--- config.mk ---
export PLATFORM = sky130hd
export DESIGN_NAME = dut_exec_stage
export DESIGN_NICKNAME = d
export VERILOG_FILES = /design/src/rtl/dut_exec_stage.sv
export SDC_FILE = /design/constraint.sdc
export NUM_CORES = 1
export LEC_CHECK = 0
export ABC_AREA = 1
export ABC_CLOCK_PERIOD_IN_PS = 5400
export CAP_MARGIN = 40
export CORE_MARGIN = 1.5
export CORE_UTILIZATION = 50
export CTS_CLUSTER_SIZE = 25
export DETAILED_ROUTE_END_ITERATION = 8
export PLACE_DENSITY_LB_ADDON = 0.2
export SKIP_CTS_REPAIR_TIMING = 1
export SYNTH_ARGS = -nofsm -noshare
export SYNTH_HDL_FRONTEND = slang
export SYNTH_SLANG_ARGS = --single-unit
--- constraint.sdc ---
create_clock -name clock -period 5.4 [get_ports clock]
set_input_delay 0.54 -clock clock [delete_from_list [all_inputs] [get_ports clock]]
set_output_delay 0.54 -clock clock [all_outputs]
set_load 0.01 [all_outputs]
--- src/rtl/dut_exec_stage.sv ---
// Execute stage: accepts a stimulus word, drives it onto the DUT, then waits
// for a cycle count or a masked trigger condition (with timeout) and emits
// one result word per vector over a valid/ready handshake.
module dut_exec_stage #(
    parameter int unsigned STF_WIDTH   = 24,
    parameter int unsigned RTF_WIDTH   = 24,
    parameter int unsigned CYCLE_RANGE = 5,
    parameter int unsigned CNT_WIDTH   = 16
) (
    input  logic                               clock,
    input  logic                               reset,
    input  logic [STF_WIDTH+CYCLE_RANGE+1:0]   in_data,
    input  logic                               in_valid,
    output logic                               in_ready,
    input  logic [RTF_WIDTH-1:0]               trigger_mask,
    input  logic                               abort,
    output logic [STF_WIDTH-1:0]               mosi_data,
    input  logic [RTF_WIDTH-1:0]               miso_data,
    output logic                               dut_clk_en,
    output logic [RTF_WIDTH+CYCLE_RANGE:0]     out_data,
    output logic                               out_valid,
    input  logic                               out_ready,
    output logic                               busy,
    output logic [CNT_WIDTH-1:0]               vec_count
);

    localparam int unsigned OutW = RTF_WIDTH + CYCLE_RANGE + 1;

    localparam logic [1:0] ModeCount   = 2'b00;
    localparam logic [1:0] ModeTrigAny = 2'b01;
    localparam logic [1:0] ModeTrigAll = 2'b10;
    localparam logic [1:0] ModeTrigEdg = 2'b11;

    typedef enum logic [1:0] {StIdle, StRun, StHold} state_e;

    state_e                 state_q;
    logic [STF_WIDTH-1:0]   mosi_q;
    logic [CYCLE_RANGE-1:0] cyc_q;
    logic [CYCLE_RANGE-1:0] cnt_q;
    logic [1:0]             mode_q;
    logic [RTF_WIDTH-1:0]   miso_prev_q;
    logic [OutW-1:0]        out_data_q;
    logic                   out_valid_q;
    logic [OutW-1:0]        pend_q;
    logic [CNT_WIDTH-1:0]   vec_count_q;

    logic [RTF_WIDTH-1:0]   masked;
    logic                   trig;
    logic                   run_done;
    logic                   run_timeout;
    logic                   slot_free;
    logic [OutW-1:0]        capture;

    // Trigger evaluation and completion capture for the current RUN cycle.
    always_comb begin
        masked = miso_data & trigger_mask;
        trig   = 1'b0;
        unique case (mode_q)
            ModeCount:   trig = 1'b0;
            ModeTrigAny: trig = |masked;
            ModeTrigAll: trig = (masked == trigger_mask);
            ModeTrigEdg: trig = |(masked & ~miso_prev_q);
            default:     trig = 1'b0;
        endcase
        // Trigger wins over a coincident count hit, so timeout only flags a missed trigger.
        run_done    = trig || (cnt_q == cyc_q);
        run_timeout = (mode_q != ModeCount) && !trig;
        slot_free   = !out_valid_q || out_ready;
        capture     = {miso_data, cnt_q, run_timeout};
    end

    // Previous DUT response, sampled every cycle for edge detection.
    always_ff @(posedge clock or posedge reset) begin
        if (reset) begin
            miso_prev_q <= '0;
        end else begin
            miso_prev_q <= miso_data;
        end
    end

    // Control FSM with the output slot, pending result and vector counter.
    always_ff @(posedge clock or posedge reset) begin
        if (reset) begin
            state_q     <= StIdle;
            mosi_q      <= '0;
            cyc_q       <= '0;
            cnt_q       <= '0;
            mode_q      <= ModeCount;
            out_data_q  <= '0;
            out_valid_q <= 1'b0;
            pend_q      <= '0;
            vec_count_q <= '0;
        end else begin
            // A result load below overrides this clear for back-to-back output.
            if (out_valid_q && out_ready) begin
                out_valid_q <= 1'b0;
            end
            unique case (state_q)
                StIdle: begin
                    if (in_valid && !abort) begin
                        mosi_q  <= in_data[STF_WIDTH+CYCLE_RANGE+1:CYCLE_RANGE+2];
                        cyc_q   <= in_data[CYCLE_RANGE+1:2];
                        mode_q  <= in_data[1:0];
                        cnt_q   <= '0;
                        state_q <= StRun;
                    end
                end
                StRun: begin
                    if (abort) begin
                        state_q <= StIdle;
                    end else if (run_done) begin
                        if (slot_free) begin
                            out_data_q  <= capture;
                            out_valid_q <= 1'b1;
                            vec_count_q <= vec_count_q + 1'b1;
                            state_q     <= StIdle;
                        end else begin
                            pend_q  <= capture;
                            state_q <= StHold;
                        end
                    end else begin
                        cnt_q <= cnt_q + 1'b1;
                    end
                end
                StHold: begin
                    if (abort) begin
                        state_q <= StIdle;
                    end else if (slot_free) begin
                        out_data_q  <= pend_q;
                        out_valid_q <= 1'b1;
                        vec_count_q <= vec_count_q + 1'b1;
                        state_q     <= StIdle;
                    end
                end
                default: state_q <= StIdle;
            endcase
        end
    end

    assign in_ready   = (state_q == StIdle);
    assign busy       = (state_q != StIdle);
    assign dut_clk_en = (state_q == StRun);
    assign mosi_data  = mosi_q;
    assign out_data   = out_data_q;
    assign out_valid  = out_valid_q;
    assign vec_count  = vec_count_q;

endmodule

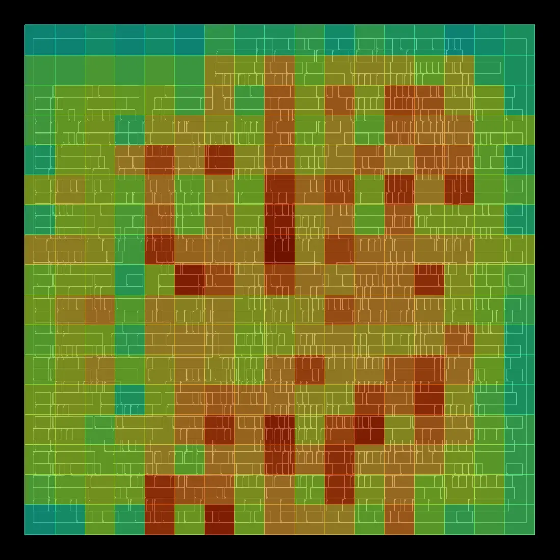
(track usage over the die)
GR peak layer: met2
met1 GRT Util: 0.326

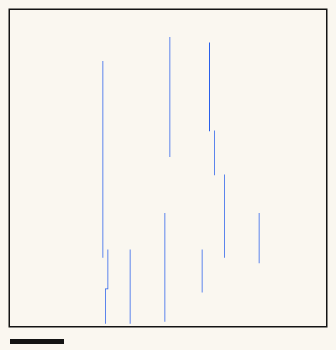
(M4 wires)
The bar under the picture is 20 µm long.
share of all routed wire = 2.1%
nets with wire on the layer = 7
main direction = vertical
longest straight run = 72.8 µm

==> metrics.cfg <==
[worst_setup_path]
crit_path_end_kind = flip-flop
r2r_setup_slack_ns = 2.69
rr_startpoint = state_q[0]$_DFFE_PP0P_
cp.required_ns = 5.71

[synth]
yosys-stat-area_mm2 = 0.00653
synth.logic.top_family = simple AND/OR/NAND/NOR gates
ys_warn_count = 0
top_cell = nand2_1
synthArstFlopShare = 1.00
top_cells_by_count = 328 x nand2_1, 139 x dfrtp_1, 87 x o21ai_0
synth_top_area_share = 0.532
ys_cells = 818

[place]
pre_cts_ws_ns = 2.22
hpwl_um = 11400

[die]
initial_core_util = 0.516

[pwr]
power_leader = registers
power.leakage_nw = 4.35
p_sw_frac = 0.315

[run]
drv_cap = 0

[sta]
final-hold-violation-count = 0
fin_ws_ns = 2.65

[grt]
met3_usage = 0.0730

[cts]
cts_tree = built
path_clk_slew_ns = 0.06
clock_sinks = 139

[final_layout]
num_antenna_cells = 0

[run_status]
status = finished, final reports clean

-- routing by layer --
| layer | share of wire | wire (µm) |
|---|---|---|
| met1 | 0.44 | 6980 |
| met2 | 0.47 | 7480 |
| met3 | 0.068 | 1080 |
| met4 | 0.020 | 325 |
| met5 | 0 | 0 |
-- layout make-up --
cell class	count	area, µm²
well taps	172	215
repair buffers	163	1670
flip-flops and latches	139	3480
inverters	60	230
fillers	1017	3740
clock buffers	26	509
multi-input cells	591	2670
clock inverters	6	155
-- sequential cells by signal, summed over array words and instances (netlist names) --
name         count
pend_q          30
mosi_data       24
out_data        30
state_q          2
cyc_q            5
vec_count       16
miso_prev_q     24
cnt_q            5
out_valid        1
mode_q           2
-- worst min-delay path: cells and delay by family, from the launching register on --
kind / cells / cell delay [ns]
and+or+nand+nor: 2 / 0.09
DFF: 1 / 0.34
